## config.mk

```make
export PLATFORM = sky130hd
export DESIGN_NAME = uart_instr_assembler
export DESIGN_NICKNAME = d
export VERILOG_FILES = /design/src/rtl/uart_instr_assembler_pkg.sv /design/src/rtl/uart_instr_assembler_fifo.sv /design/src/rtl/uart_instr_assembler.sv
export SDC_FILE = /design/constraint.sdc
export NUM_CORES = 1
export LEC_CHECK = 0
export ABC_AREA = 1
export CORE_ASPECT_RATIO = 0.7
export CORE_UTILIZATION = 55
export DETAILED_ROUTE_END_ITERATION = 10
export HOLD_SLACK_MARGIN = 0.12
export PLACE_DENSITY = 0.75
export SETUP_SLACK_MARGIN = 0.1
export SLEW_MARGIN = 20
export SYNTH_ARGS = -nofsm -noshare
export SYNTH_HDL_FRONTEND = slang
export SYNTH_SLANG_ARGS = --single-unit
```

## constraint.sdc

```tcl
create_clock -name clk -period 3.7 [get_ports clk]
set_input_delay 0.555 -clock clk [delete_from_list [all_inputs] [get_ports clk]]
set_output_delay 0.555 -clock clk [all_outputs]
set_load 0.02 [all_outputs]
```

## src/rtl/uart_instr_assembler_pkg.sv

```systemverilog
// Shared ISA definitions for the UART instruction assembler: instruction
// layout, opcode set, assembler FSM states and default timeout.
package uart_instr_assembler_pkg;

    localparam int INSTR_BYTES          = 4;
    localparam int UART_TIMEOUT_DEFAULT = 100000;

    typedef enum logic [7:0] {
        OP_NOP   = 8'h00,
        OP_ADD   = 8'h01,
        OP_SUB   = 8'h02,
        OP_AND   = 8'h03,
        OP_OR    = 8'h04,
        OP_XOR   = 8'h05,
        OP_LOAD  = 8'h06,
        OP_STORE = 8'h07,
        OP_JUMP  = 8'h08,
        OP_BEQ   = 8'h09,
        OP_HALT  = 8'hFF
    } opcode_e;

    typedef struct packed {
        logic [8:0] empty;
        logic [4:0] src2;
        logic [4:0] src1;
        logic [4:0] dest;
        opcode_e    opcode;
    } yongatek_instruction_t;

    typedef enum logic [1:0] {
        ST_IDLE    = 2'd0,
        ST_COLLECT = 2'd1,
        ST_COMMIT  = 2'd2
    } asm_state_e;

    // True when the opcode byte is one of the defined opcode_e members.
    function automatic logic is_legal_opcode(input logic [7:0] op);
        case (op)
            OP_NOP, OP_ADD, OP_SUB, OP_AND, OP_OR, OP_XOR,
            OP_LOAD, OP_STORE, OP_JUMP, OP_BEQ, OP_HALT: return 1'b1;
            default: return 1'b0;
        endcase
    endfunction

endpackage

```

## src/rtl/uart_instr_assembler_fifo.sv

```systemverilog
// instr_fifo: parameterised synchronous show-ahead FIFO with occupancy count.
// A push while full succeeds only when a pop happens in the same cycle.
module instr_fifo #(
    parameter int DEPTH = 4,
    parameter int WIDTH = 32,
    parameter int CNT_W = $clog2(DEPTH + 1)
) (
    input  logic             clk,
    input  logic             rst,
    input  logic             push,
    input  logic [WIDTH-1:0] push_data,
    input  logic             pop,
    output logic [WIDTH-1:0] pop_data,
    output logic             full,
    output logic             empty,
    output logic [CNT_W-1:0] count
);

    localparam int PTR_W = (DEPTH > 1) ? $clog2(DEPTH) : 1;

    logic [WIDTH-1:0] mem_q [DEPTH];
    logic [WIDTH-1:0] mem_d [DEPTH];
    logic [PTR_W-1:0] wr_ptr_q, wr_ptr_d;
    logic [PTR_W-1:0] rd_ptr_q, rd_ptr_d;
    logic [CNT_W-1:0] count_q, count_d;
    logic             do_push;
    logic             do_pop;

    assign full     = (count_q == CNT_W'(DEPTH));
    assign empty    = (count_q == '0);
    assign count    = count_q;
    assign pop_data = empty ? '0 : mem_q[rd_ptr_q];
    assign do_pop   = pop && !empty;
    assign do_push  = push && (!full || do_pop);

    // Next pointer, count and storage values for this cycle's push/pop.
    always_comb begin
        mem_d    = mem_q;
        wr_ptr_d = wr_ptr_q;
        rd_ptr_d = rd_ptr_q;
        count_d  = count_q;
        if (do_push) begin
            mem_d[wr_ptr_q] = push_data;
            wr_ptr_d        = wr_ptr_q + PTR_W'(1);
        end
        if (do_pop) begin
            rd_ptr_d = rd_ptr_q + PTR_W'(1);
        end
        case ({do_push, do_pop})
            2'b10:   count_d = count_q + CNT_W'(1);
            2'b01:   count_d = count_q - CNT_W'(1);
            default: count_d = count_q;
        endcase
    end

    // Pointer and count registers; reset empties the FIFO.
    always_ff @(posedge clk) begin
        if (rst) begin
            wr_ptr_q <= '0;
            rd_ptr_q <= '0;
            count_q  <= '0;
        end else begin
            wr_ptr_q <= wr_ptr_d;
            rd_ptr_q <= rd_ptr_d;
            count_q  <= count_d;
        end
    end

    // Storage array; contents are meaningless while the count says empty.
    always_ff @(posedge clk) begin
        mem_q <= mem_d;
    end

endmodule

```

## src/rtl/uart_instr_assembler.sv

```systemverilog
// uart_instr_assembler: packs UART bytes (little-endian) into 32-bit
// instructions and buffers them in instr_fifo for the processor.
// Optional macro OPCODE_FILTER_EN drops words with an unknown opcode or a
// non-zero empty field and adds the sticky illegal_instr output.
module uart_instr_assembler
    import uart_instr_assembler_pkg::*;
#(
    parameter int FIFO_DEPTH     = 4,
    parameter int TIMEOUT_CYCLES = UART_TIMEOUT_DEFAULT,
    parameter int CNT_W          = $clog2(FIFO_DEPTH + 1)
) (
    input  logic                  clk,
    input  logic                  rst,
    input  logic [7:0]            rx_data,
    input  logic                  rx_valid,
    output yongatek_instruction_t instr_out,
    output logic                  instr_valid,
    input  logic                  instr_ready,
    output logic [CNT_W-1:0]      fifo_count,
    output logic                  overflow,
    output logic                  timeout_err
`ifdef OPCODE_FILTER_EN
    ,
    output logic                  illegal_instr
`endif
);

    localparam int               WORD_W    = INSTR_BYTES * 8;
    localparam int               TO_W      = (TIMEOUT_CYCLES > 1) ? $clog2(TIMEOUT_CYCLES) : 1;
    localparam logic [TO_W-1:0]  TO_LAST   = TO_W'(TIMEOUT_CYCLES - 1);
    localparam logic [1:0]       BYTE_LAST = 2'(INSTR_BYTES - 1);

    asm_state_e        state_q, state_d;
    logic [1:0]        byte_cnt_q, byte_cnt_d;
    logic [WORD_W-1:0] word_q, word_d;
    logic [TO_W-1:0]   to_cnt_q, to_cnt_d;
    logic              overflow_q, overflow_d;
    logic              timeout_q, timeout_d;
    logic              word_legal;
    logic              fifo_push;
    logic              fifo_pop;
    logic              fifo_full;
    logic              fifo_empty;
    logic [WORD_W-1:0] fifo_data;

`ifdef OPCODE_FILTER_EN
    yongatek_instruction_t word_view;
    logic                  illegal_q, illegal_d;

    assign word_view     = yongatek_instruction_t'(word_q);
    assign word_legal    = is_legal_opcode(word_view.opcode) && (word_view.empty == '0);
    assign illegal_instr = illegal_q;
`else
    assign word_legal    = 1'b1;
`endif

    assign instr_valid = !fifo_empty;
    assign fifo_pop    = instr_valid && instr_ready;
    assign instr_out   = yongatek_instruction_t'(fifo_data);
    assign overflow    = overflow_q;
    assign timeout_err = timeout_q;

    instr_fifo #(
        .DEPTH (FIFO_DEPTH),
        .WIDTH (WORD_W),
        .CNT_W (CNT_W)
    ) u_fifo (
        .clk       (clk),
        .rst       (rst),
        .push      (fifo_push),
        .push_data (word_q),
        .pop       (fifo_pop),
        .pop_data  (fifo_data),
        .full      (fifo_full),
        .empty     (fifo_empty),
        .count     (fifo_count)
    );

    // Assembler FSM: byte collection, idle timeout and commit into the FIFO.
    always_comb begin
        state_d    = state_q;
        byte_cnt_d = byte_cnt_q;
        word_d     = word_q;
        to_cnt_d   = '0;
        overflow_d = overflow_q;
        timeout_d  = timeout_q;
        fifo_push  = 1'b0;
`ifdef OPCODE_FILTER_EN
        illegal_d  = illegal_q;
`endif
        case (state_q)
            ST_IDLE: begin
                if (rx_valid) begin
                    word_d[7:0] = rx_data;
                    byte_cnt_d  = 2'd1;
                    state_d     = ST_COLLECT;
                end
            end
            ST_COLLECT: begin
                if (rx_valid) begin
                    word_d[{byte_cnt_q, 3'b000} +: 8] = rx_data;
                    if (byte_cnt_q == BYTE_LAST) begin
                        byte_cnt_d = 2'd0;
                        state_d    = ST_COMMIT;
                    end else begin
                        byte_cnt_d = byte_cnt_q + 2'd1;
                    end
                end else if (to_cnt_q == TO_LAST) begin
                    byte_cnt_d = 2'd0;
                    timeout_d  = 1'b1;
                    state_d    = ST_IDLE;
                end else begin
                    to_cnt_d = to_cnt_q + TO_W'(1);
                end
            end
            ST_COMMIT: begin
                if (!word_legal) begin
`ifdef OPCODE_FILTER_EN
                    illegal_d = 1'b1;
`endif
                end else if (fifo_full && !fifo_pop) begin
                    overflow_d = 1'b1;
                end else begin
                    fifo_push = 1'b1;
                end
                if (rx_valid) begin
                    word_d[7:0] = rx_data;
                    byte_cnt_d  = 2'd1;
                    state_d     = ST_COLLECT;
                end else begin
                    byte_cnt_d  = 2'd0;
                    state_d     = ST_IDLE;
                end
            end
            default: begin
                byte_cnt_d = 2'd0;
                state_d    = ST_IDLE;
            end
        endcase
    end

    // State, assembly and sticky-flag registers.
    always_ff @(posedge clk) begin
        if (rst) begin
            state_q    <= ST_IDLE;
            byte_cnt_q <= '0;
            word_q     <= '0;
            to_cnt_q   <= '0;
            overflow_q <= 1'b0;
            timeout_q  <= 1'b0;
`ifdef OPCODE_FILTER_EN
            illegal_q  <= 1'b0;
`endif
        end else begin
            state_q    <= state_d;
            byte_cnt_q <= byte_cnt_d;
            word_q     <= word_d;
            to_cnt_q   <= to_cnt_d;
            overflow_q <= overflow_d;
            timeout_q  <= timeout_d;
`ifdef OPCODE_FILTER_EN
            illegal_q  <= illegal_d;
`endif
        end
    end

endmodule
```

==> flow_metrics.env, run 1 <==
# physical design summary
export IMPL_outcome="finished clean"
export IMPL_r2r_cells=8
export IMPL_slowest_stage="clkinv_1"
export IMPL_mux_share_pct=0
export IMPL_top_area_cell="edfxtp_1"
export IMPL_ys_cells=760
export IMPL_grt_antenna_before_repair=0
export IMPL_critical_path_class="flip-flop to output pin"
export IMPL_drc_errors=0
export IMPL_antenna_cells=0
export IMPL_cpPeakStageDelay_ps=620
export IMPL_synth_chip_area_um2=7800
export IMPL_reg_top3="u_fifo.mem_q: 128 flops, word_q: 32 flops, to_cnt_q: 17 flops"
export IMPL_htreeDepth=4
export IMPL_chip_area_um2=14700
export IMPL_largest_reg_flops=128
export IMPL_drtPass1Iterations=5
export IMPL_p_int_mw=3.32
export IMPL_postRouteAntennaNets=0
export IMPL_required_ps=3140
export IMPL_p_sw_mw=0.850
export IMPL_grt_pass1_vias=5260
export IMPL_cp_cell_sequence="clkinv_1 > buf_4 > o21ai_0 > a21oi_1 > clkdlybuf4s50_1"
export IMPL_root_buffer="clkbuf_16"
export IMPL_viasPerCell=5.47
export IMPL_tns_ps=0
export IMPL_initCoreUtil_pct=57.8
export IMPL_finalCriticalPeriod_ps=3330
export IMPL_path_delay_family="buffers and inverters"
export IMPL_grt_max_degree=68
export IMPL_cts_setup_buffers=0
export IMPL_whs_ps=448
export IMPL_combGateArea_um2=2380
export IMPL_warnings=34
export IMPL_cp_end_kind="output pin"
export IMPL_simple_gate_share_pct=16.1
export IMPL_placed_area_um2=8490
export IMPL_placedCellCount=971
export IMPL_finalClockSkew_ps=18.3
export IMPL_cts_tree="built"
export IMPL_power_frac_clock_pct=43.3
export IMPL_numSynthFlops=190
export IMPL_adder_share_pct=2.18
export IMPL_cp_num_cells=5
export IMPL_sw_frac_of_total_pct=20.4
export IMPL_die_w_um=144
export IMPL_power_density_nw_per_um2=460
export IMPL_sequentialPowerShare_pct=54.4
export IMPL_drtIter0Drc=391
export IMPL_crit_buf_inv=3
export IMPL_rows=35
export IMPL_yosysWarningCount=0
export IMPL_n_fill_cell=1060
export IMPL_core_um2=13500
export IMPL_maxSlewHeadroom_pct=37.9
export IMPL_cts_buffer_depth=2
export IMPL_top_logic_kind="simple AND/OR/NAND/NOR gates"
export IMPL_die_y_um=102
export IMPL_hold_buffers=0
export IMPL_gp_congestion=0.838
export IMPL_path_max_fanout=30
export IMPL_cts_buffers=17
export IMPL_top_cells_by_area="edfxtp_1 (49%), dfxtp_1 (16%), nor2_1 (8.2%)"
export IMPL_power_mw=4.17
export IMPL_yosys_area_top_type_share_pct=49.3
export IMPL_cts_repair_resized=0
export IMPL_startpoint_type="flip-flop"
export IMPL_ir_drop_v=0.000364
export IMPL_stdcell_count=1003
export IMPL_hp_class="flip-flop to flip-flop"
export IMPL_maxCapViolations=0
export IMPL_syn_inst=760
export IMPL_synth_avg_cell_area_um2=10.3
export IMPL_fin_crit_sh_pct=90.0
export IMPL_final_util_pct=67.3
export IMPL_xor_share_pct=0.449
export IMPL_whs_path_depth=1
export IMPL_regArea_um2=5090
export IMPL_fp_nets=785
export IMPL_synth_distinct_cells=32
export IMPL_most_common_layout_cells="nor2_1 (166), edfxtp_1 (128), o21ai_0 (86)"
export IMPL_drive_above_1_share_pct=7.70
export IMPL_nNetsFinal=830
export IMPL_clk_pin_slew_ps=70
export IMPL_overflow=0
export IMPL_hpwl_mm=10.3
export IMPL_place_ws_ps=790
export IMPL_grt_pass1_wl_mm=26.6
export IMPL_worstMarginPinSlew_ps=929
export IMPL_netlist_area_um2=7800
export IMPL_top_register="u_fifo.mem_q"
export IMPL_cp_arrival_ps=2770
export IMPL_ys_seq_share_pct=65.2
export IMPL_clock_latency_ps=430
export IMPL_combPwrFrac_pct=2.2
export IMPL_p_leak_nw=3.22
-- run 1: power groups by stage --
stage               Sequential [mW]  Combinational [mW]  Clock [mW]
floorplan                      2.31              0.0627           0
global placement               2.32              0.0890           0
detailed placement             2.32              0.0914           0
CTS                            2.27              0.0922        1.83
global route                   2.27               0.104        1.91
finish                         2.27              0.0938        1.81
-- run 1: worst register-to-register path: cells and delay by family (launching register included) --
kind | cells | cell delay [ps]
DFF | 1 | 360
AOI/OAI and AO/OA | 1 | 40
adders and majority gates | 2 | 680
and+or+nand+nor | 4 | 1090
buffers and inverters | 1 | 100
-- run 1: synth_stat cells (all sizes together) --
cell	instances
a31oi	2
nand4	12
o211a	6
a21oi	75
clkbuf	24
a211oi	1
dfxtp	62
clkinv	2
o21ai	88
edfxtp	128
nand3	23
inv	44
o21a	1
nand2	72
xor2	4
buf	12
or2	2
nor3	16
fa	1
nand3b	1
nor2	172
ha	12
-- run 1: final cells by class --
class	count	share of cell area [%]
clock buffer	20	5.03
clock inverter	12	1.49
inverter	46	1.90
multi-input combinational	488	26.3
sequential	190	56.0
tap	185	2.55
timing repair buffer	62	6.75
-- run 1: layer usage --
metal,GRT usage (%),up-vias,routed length [µm]
met4,7.45,0,148
met2,39.2,149,7770
li1,-,2694,-
met5,0,-,0
met1,33.7,2632,7780
met3,4.92,13,745
-- run 1: worst paths after layout --
kind,startpoint,to,slack (ps)
setup / recovery,u_fifo.rd_ptr_q[0],instr_out[16],370
hold / removal,to_cnt_q[0],to_cnt_q[0],450
setup reg to reg,u_fifo.count[2],u_fifo.count[1],1370
hold reg to reg,to_cnt_q[0],to_cnt_q[0],450
Run 1, drive-strength map:
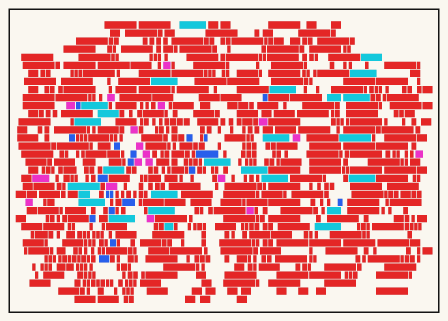
legend:
  x6 and larger:
    colour: cyan
    cells: 26
    share: 3.2%
  x3 and x4:
    colour: magenta
    cells: 18
    share: 2.2%
  x2:
    colour: blue
    cells: 19
    share: 2.3%
  x1 and smaller:
    colour: red
    cells: 755
    share: 92%
area grow syn2layout: 16.4%
Signal buffers: 62
design area: 9080 µm²
fin worst setup slack: 372 ps

Run 1, congestion heat map:
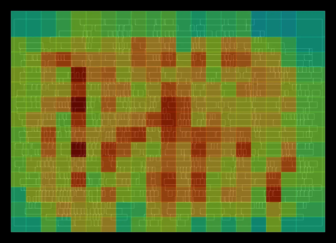
Routed WL per cell: 16.4 µm
global route hottest layer: met2
GR Layer Usage met2: 39.2%

Run 1, wires at chosen ports, followed through buffers:
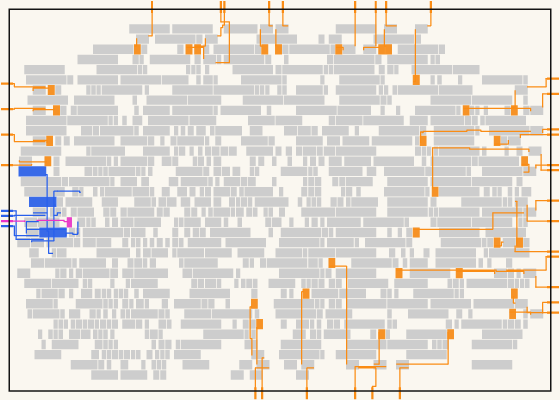
legend:
  instr_out:
    colour: orange
    bits: 32
    direction: output
    edge: 13 right, 9 top, 6 bottom, 4 left
    end_cells: 32
    buffers: 32
    wire: 654 µm
  fifo_count:
    colour: blue
    bits: 3
    direction: output
    edge: left
    end_cells: 3
    buffers: 3
    wire: 116 µm
  instr_ready:
    colour: magenta
    bits: 1
    direction: input
    edge: left
    end_cells: 1
    buffers: 1
    wire: 12.4 µm
PortBufs: 49
io pins: 50

Run 1, routed metal per tile:
Scale bar: 50 µm. 29 x 20 tiles, from dark purple (low) to yellow (high), scaled to the fullest tile. Values are wire area over tile area, all layers added.
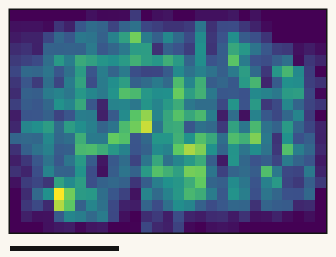
nearly empty tiles: 9.1%
tiles over half the peak: 20%
mean over tiles: 0.18
total track usage: 24.4%
WL final: 16.4 mm
via count: 5488

--- run 2 (diff from run 1) ---
CAP_MARGIN = 20   (was not set)
Run 2, placement by cell class:
Scale bar: 50 µm.
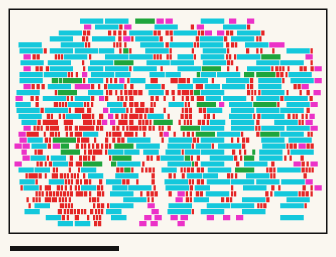
legend:
  clock drivers and dummy loads:
    colour: green
    cells: 32
  remaining logic cells:
    colour: red
    cells: 534
  registers:
    colour: cyan
    cells: 190
  remaining buffers and delay cells:
    colour: magenta
    cells: 62
sequential cell area share: 56.0%
fin util: 67.3%
row count: 35

==> run 2 against run 1 <==
  * Wire length is the same
  * Combinational power is essentially flat
  * Critical path depth is the same
  * Design area is the same
  * Area after synthesis is the same
  * Largest power group unchanged
  * Clock power is essentially flat
  * Synthesized cell count is the same
==> flow_metrics.env, run 2 <==
# physical design summary
export IMPL_top_cells_by_area="edfxtp_1 (49%), dfxtp_1 (16%), nor2_1 (8.2%)"
export IMPL_required_ps=3140
export IMPL_core_um2=13500
export IMPL_port_buffers=49
export IMPL_htreeDepth=4
export IMPL_wl_mm=16.4
export IMPL_cp_num_cells=5
export IMPL_cp_arrival_ps=2770
export IMPL_grt_max_degree=68
export IMPL_overflow=0
export IMPL_warnings=34
export IMPL_clock_sinks=190
export IMPL_hold_buffers=0
export IMPL_cts_buffer_depth=2
export IMPL_path_delay_family="buffers and inverters"
export IMPL_clk_pin_slew_ps=70
export IMPL_synthFlopType="edfxtp_1"
export IMPL_finalClockSkew_ps=18.3
export IMPL_netlist_area_um2=7800
export IMPL_stdcell_count=1003
export IMPL_fin_crit_sh_pct=90.0
export IMPL_async_flop_share_pct=0
export IMPL_drtIter0Drc=391
export IMPL_cts_buffers=17
export IMPL_slowest_stage="clkinv_1"
export IMPL_chip_area_um2=14700
export IMPL_maxSlewHeadroom_pct=37.9
export IMPL_yosysWarningCount=0
export IMPL_ioPinCount=50
export IMPL_synth_chip_area_um2=7800
export IMPL_final_area_um2=9080
export IMPL_critical_path_class="flip-flop to output pin"
export IMPL_reg2reg_from="u_fifo.count[2]"
export IMPL_cts_tree="built"
export IMPL_finalCriticalPeriod_ps=3330
export IMPL_placed_area_um2=8490
export IMPL_p_leak_nw=3.22
export IMPL_drtPass1Iterations=5
export IMPL_die_y_um=102
export IMPL_hp_class="flip-flop to flip-flop"
export IMPL_postRouteAntennaNets=0
export IMPL_largest_reg_flops=128
export IMPL_synthToLayoutAreaGrowth_pct=16.4
export IMPL_drive_above_1_share_pct=7.70
export IMPL_gp_congestion=0.838
export IMPL_ir_drop_v=0.000364
export IMPL_n_fill_cell=1060
export IMPL_post_synth_top_count_cell="nor2_1"
export IMPL_r2r_cells=8
export IMPL_die_w_um=144
export IMPL_setup_violations=0
export IMPL_crit_buf_inv=3
export IMPL_slew_violations=0
export IMPL_synth_avg_cell_area_um2=10.3
export IMPL_antenna_cells=0
export IMPL_most_common_layout_cells="nor2_1 (166), edfxtp_1 (128), o21ai_0 (86)"
export IMPL_hp_start="to_cnt_q[0]"
export IMPL_fmax_mhz=300
export IMPL_initCoreUtil_pct=57.8
export IMPL_ys_seq_share_pct=65.2
export IMPL_cpPeakStageDelay_ps=620
export IMPL_crit_start="u_fifo.rd_ptr_q[0]"
export IMPL_grt_pass1_vias=5260
export IMPL_yosys_area_top_type_share_pct=49.3
export IMPL_top_cells_by_count="nor2_1 (170), edfxtp_1 (128), o21ai_0 (86)"
export IMPL_numSynthFlops=190
export IMPL_maxCapViolations=0
export IMPL_viasPerCell=5.47
export IMPL_path_max_fanout=30
export IMPL_fp_nets=785
export IMPL_startpoint_type="flip-flop"
export IMPL_grt_antenna_before_repair=0
export IMPL_synth_edff_count=128
export IMPL_top_register="u_fifo.mem_q"
export IMPL_clock_latency_ps=430
export IMPL_reg_top3="u_fifo.mem_q: 128 flops, word_q: 32 flops, to_cnt_q: 17 flops"
export IMPL_hpwl_mm=10.3
export IMPL_outcome="finished clean"
export IMPL_num_vias=5488
export IMPL_rsz0062_at_grt="no"
export IMPL_nNetsFinal=830
export IMPL_drc_errors=0
export IMPL_cp_end_kind="output pin"
export IMPL_gr_usage_all_layers_pct=24.4
export IMPL_grt_pass1_wl_mm=26.6
export IMPL_placedCellCount=971
export IMPL_whs_ps=448
export IMPL_wl_per_cell_um=16.4
export IMPL_top_area_cell="edfxtp_1"
export IMPL_tns_ps=0
export IMPL_worstMarginPinSlew_ps=929
export IMPL_syn_inst=760
export IMPL_power_density_nw_per_um2=460
export IMPL_cts_repair_resized=0
export IMPL_whs_path_depth=1
export IMPL_cp_cell_sequence="clkinv_1 > buf_4 > o21ai_0 > a21oi_1 > clkdlybuf4s50_1"
export IMPL_synth_distinct_cells=32
export IMPL_root_buffer="clkbuf_16"
export IMPL_lay_top_count="nor2_1"
export IMPL_ys_cells=760
export IMPL_hold_viol_final=0
export IMPL_cts_setup_buffers=0
Run 2, drive-strength map:
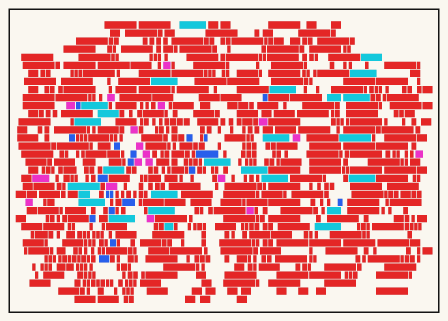
legend:
  x3 and x4:
    colour: magenta
    cells: 18
    share: 2.2%
  x2:
    colour: blue
    cells: 19
    share: 2.3%
  x6 and larger:
    colour: cyan
    cells: 26
    share: 3.2%
  x1 and smaller:
    colour: red
    cells: 755
    share: 92%

run 2: final cells by class:
class / instances / area, µm² / area share [%]
inverter: 46 / 173 / 1.90
clock inverter: 12 / 135 / 1.49
multi-input combinational: 488 / 2380 / 26.3
sequential: 190 / 5090 / 56.0
timing repair buffer: 62 / 613 / 6.75
clock buffer: 20 / 457 / 5.03
tap: 185 / 231 / 2.55
run 2: final timing paths:
kind / end / slack (ps)
min: to_cnt_q[0] / 450
max reg2reg: u_fifo.count[1] / 1370
max: instr_out[16] / 370
min reg2reg: to_cnt_q[0] / 450
run 2: stage by stage:
stage | total power [mW] | setup WS (ps) | utilization [%]
finish | 4.17 | 372 | 67.3
global route | 4.29 | 126 | 67.3
CTS | 4.20 | 347 | 67.3
detailed placement | 2.41 | 790 | 62.9
global placement | 2.41 | 922 | 62.9
floorplan | 2.38 | 968 | -
run 2: power breakdown:
| part | leakage [nW] | internal (mW) | switching (mW) | total [mW] |
|---|---|---|---|---|
| registers | 1.71 | 2.26 | 0.0148 | 2.27 |
| clock network | 0.284 | 1.04 | 0.772 | 1.81 |
| logic | 1.22 | 0.0303 | 0.0635 | 0.0938 |
run 2: per-layer routing:
layer / part of all wire (%) / track usage [%] / up-vias
met5: 0 / 0 / -
met2: 47 / 39.2 / 149
li1: - / - / 2694
met1: 47 / 33.7 / 2632
met3: 4.5 / 4.92 / 13
met4: 0.90 / 7.45 / 0
run 2: kinds of logic (layout without fill, tap and decap cells):
group | count (synthesis) | in the layout | synth area share [%]
buf+inv | 82 | 140 | 4.41
flops | 190 | 190 | 65.2
compound gates | 173 | 173 | 11.6
fa+ha+maj | 13 | 13 | 2.18
xor+xnor | 4 | 4 | 0.449
simple gates | 298 | 298 | 16.1
Run 2, routed metal per tile:
Scale bar: 50 µm. 29 x 20 tiles, from dark purple (low) to yellow (high), scaled to the fullest tile. Values are wire area over tile area, all layers added.
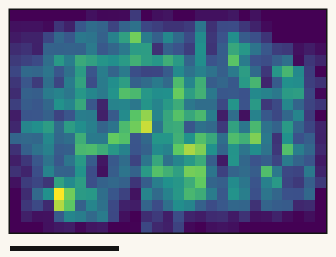

--- run 3 (diff from run 2) ---
ABC_CLOCK_PERIOD_IN_PS = 4000   (was not set)
SETUP_SLACK_MARGIN = not set   (was 0.1)
clock period = 4 ns   (was 3.7 ns; I/O delays follow)
Run 3, routed metal per tile:
Scale bar: 50 µm. 29 x 20 tiles, from dark purple (low) to yellow (high), scaled to the fullest tile. Values are wire area over tile area, all layers added.
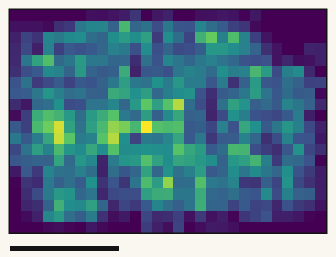
mean over tiles: 0.18
emptiest ninth of the die: upper right
nearly empty tiles: 10%
tiles over half the peak: 18%
fullest tile: 0.57
total track usage: 24.6%
WL final: 16.5 mm
Routed WL per cell: 16.5 µm
via count: 5499

Run 3, drive-strength map:
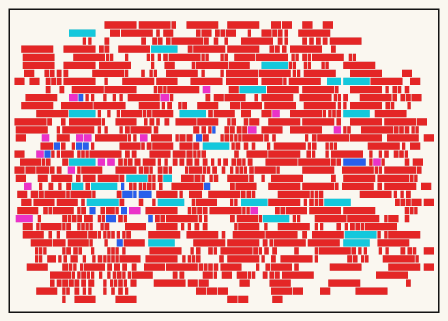
legend:
  x6 and larger:
    colour: cyan
    cells: 23
    share: 2.8%
  x2:
    colour: blue
    cells: 18
    share: 2.2%
  x1 and smaller:
    colour: red
    cells: 757
    share: 93%
  x3 and x4:
    colour: magenta
    cells: 19
    share: 2.3%
design area: 9040 µm²
area grow syn2layout: 15.9%
Signal buffers: 61
fin worst setup slack: 525 ps

==> run 3 against run 2 <==
  * Combinational power is 8.6% lower
  * Clock skew is 8.7 ps lower
  * Design area is 0.47% lower
  * First-iteration DRC count is 33% higher
  * Global-route usage is 0.23 points higher
  * Final cell count hardly changed
  * Power is 8.1% lower
  * Largest power group unchanged
  * Clock power is 9% lower
  * Non-clock buffer count is 1 lower
  * Clock-buffer cell count is 1 lower
  * Via count is 0.20% higher
  * Area after synthesis stayed put
  * Critical endpoint is now instr_out[26]
==> flow_metrics.env, run 3 <==
# physical design summary
export IMPL_htreeDepth=4
export IMPL_maxCapViolations=0
export IMPL_p_leak_nw=3.20
export IMPL_top_cells_by_count="nor2_1 (170), edfxtp_1 (128), o21ai_0 (86)"
export IMPL_synthFlopType="edfxtp_1"
export IMPL_top_cells_by_area="edfxtp_1 (49%), dfxtp_1 (16%), nor2_1 (8.2%)"
export IMPL_p_sw_mw=0.780
export IMPL_path_max_fanout=39
export IMPL_chip_area_um2=14700
export IMPL_cts_buffer_depth=2
export IMPL_setup_violations=0
export IMPL_syn_inst=760
export IMPL_largest_reg_flops=128
export IMPL_combPwrFrac_pct=2.2
export IMPL_whs_ps=449
export IMPL_viasPerCell=5.49
export IMPL_critical_path_class="flip-flop to output pin"
export IMPL_cts_repair_resized=0
export IMPL_hpwl_mm=10.5
export IMPL_power_mw=3.84
export IMPL_gp_congestion=0.865
export IMPL_synth_chip_area_um2=7800
export IMPL_cts_setup_buffers=0
export IMPL_ioPinCount=50
export IMPL_tns_ps=0
export IMPL_core_um2=13500
export IMPL_hp_class="flip-flop to flip-flop"
export IMPL_reg_top3="u_fifo.mem_q: 128 flops, word_q: 32 flops, to_cnt_q: 17 flops"
export IMPL_startpoint_type="flip-flop"
export IMPL_numSynthFlops=190
export IMPL_hold_viol_final=0
export IMPL_cp_arrival_ps=2870
export IMPL_overflow=0
export IMPL_required_ps=3400
export IMPL_grt_max_degree=68
export IMPL_antenna_cells=0
export IMPL_maxSlewHeadroom_pct=37.4
export IMPL_cts_tree="built"
export IMPL_drtIter0Drc=520
export IMPL_placedCellCount=970
export IMPL_yosysWarningCount=0
export IMPL_top_area_cell="edfxtp_1"
export IMPL_fmax_mhz=288
export IMPL_clock_sinks=190
export IMPL_rsz0062_at_grt="no"
export IMPL_die_y_um=102
export IMPL_nNetsFinal=829
export IMPL_drc_errors=0
export IMPL_initCoreUtil_pct=57.8
export IMPL_worstMarginPinSlew_ps=937
export IMPL_outcome="finished clean"
export IMPL_die_w_um=144
export IMPL_most_common_layout_cells="nor2_1 (166), edfxtp_1 (128), o21ai_0 (86)"
export IMPL_root_buffer="clkbuf_16"
export IMPL_placed_area_um2=8460
export IMPL_top_register="u_fifo.mem_q"
export IMPL_power_density_nw_per_um2=424
export IMPL_ir_drop_v=0.000309
export IMPL_cts_buffers=17
export IMPL_port_buffers=49
export IMPL_fin_crit_sh_pct=86.9
export IMPL_cp_end_kind="output pin"
export IMPL_hold_buffers=0
export IMPL_lay_top_count="nor2_1"
export IMPL_clk_pin_slew_ps=70
export IMPL_ys_seq_share_pct=65.2
export IMPL_yosys_area_top_type_share_pct=49.3
export IMPL_sw_frac_of_total_pct=20.4
export IMPL_stdcell_count=1002
export IMPL_sequentialPowerShare_pct=54.8
export IMPL_place_ws_ps=967
export IMPL_drtPass1Iterations=5
export IMPL_drive_above_1_share_pct=7.34
export IMPL_async_flop_share_pct=0
export IMPL_grt_pass1_vias=5196
export IMPL_post_synth_top_count_cell="nor2_1"
export IMPL_ys_cells=760
export IMPL_finalClockSkew_ps=9.55
export IMPL_finalCriticalPeriod_ps=3470
export IMPL_rows=35
export IMPL_power_frac_clock_pct=43.0
export IMPL_fp_nets=785
export IMPL_synth_edff_count=128
export IMPL_clock_latency_ps=430
export IMPL_slew_violations=0
export IMPL_synth_distinct_cells=32
export IMPL_postRouteAntennaNets=0
export IMPL_p_int_mw=3.05
export IMPL_netlist_area_um2=7800
export IMPL_grt_antenna_before_repair=0
export IMPL_final_util_pct=67.0
export IMPL_warnings=34
export IMPL_synth_avg_cell_area_um2=10.3
export IMPL_grt_pass1_wl_mm=26.8
run 3: cell counts after synthesis:
Identical to the previous run, type by type.
run 3: logic make-up after synthesis:
family	share of synthesized area, %
and+or+nand+nor	16.1
xor gates and xnor gates	0.449
DFF	65.2
AOI/OAI and AO/OA	11.6
adders and majority gates	2.18
buffers and inverters	4.41
run 3: worst paths after layout:
check                     startpoint         endpoint  slack (ps)  cells after the start
hold / removal           to_cnt_q[0]      to_cnt_q[0]         450                      1
hold reg to reg          to_cnt_q[0]      to_cnt_q[0]         450                      1
setup reg to reg     u_fifo.count[0]  u_fifo.count[2]        1600                     10
setup / recovery  u_fifo.rd_ptr_q[0]    instr_out[26]         530                      5
run 3: per-layer routing:
| layer | routed length [µm] | track usage [%] |
|---|---|---|
| met5 | 0 | 0 |
| met4 | 114 | 7.45 |
| met3 | 1020 | 5.48 |
| met2 | 7660 | 37.8 |
| met1 | 7720 | 35.2 |
run 3: layout make-up:
cell class	count	area, µm²
Sequential cell	190	5090
Fill cell	1065	4450
Multi-Input combinational cell	488	2380
Timing Repair Buffer	61	581
Clock buffer	19	443
Tap cell	185	231
Inverter	46	173
Clock inverter	13	139
run 3: critical path, stage by stage, from the launching register on:
cell and delay, ps:
dfxtp_2 330, clkinv_1 690, buf_4 510, o21ai_0 240, a21oi_1 110, clkdlybuf4s50_1 560
run 3: power groups by stage:
stage | Sequential, mW | Clock (mW) | Combinational [mW]
2_1_floorplan | 2.14 | 0 | 0.0580
3_3_place_gp | 2.14 | 0 | 0.0824
3_5_place_dp | 2.14 | 0 | 0.0848
4_1_cts | 2.10 | 1.67 | 0.0854
5_1_grt | 2.10 | 1.74 | 0.0960
6_report | 2.10 | 1.65 | 0.0857
No activity file was given, so power comes from the tool's default toggle rates.
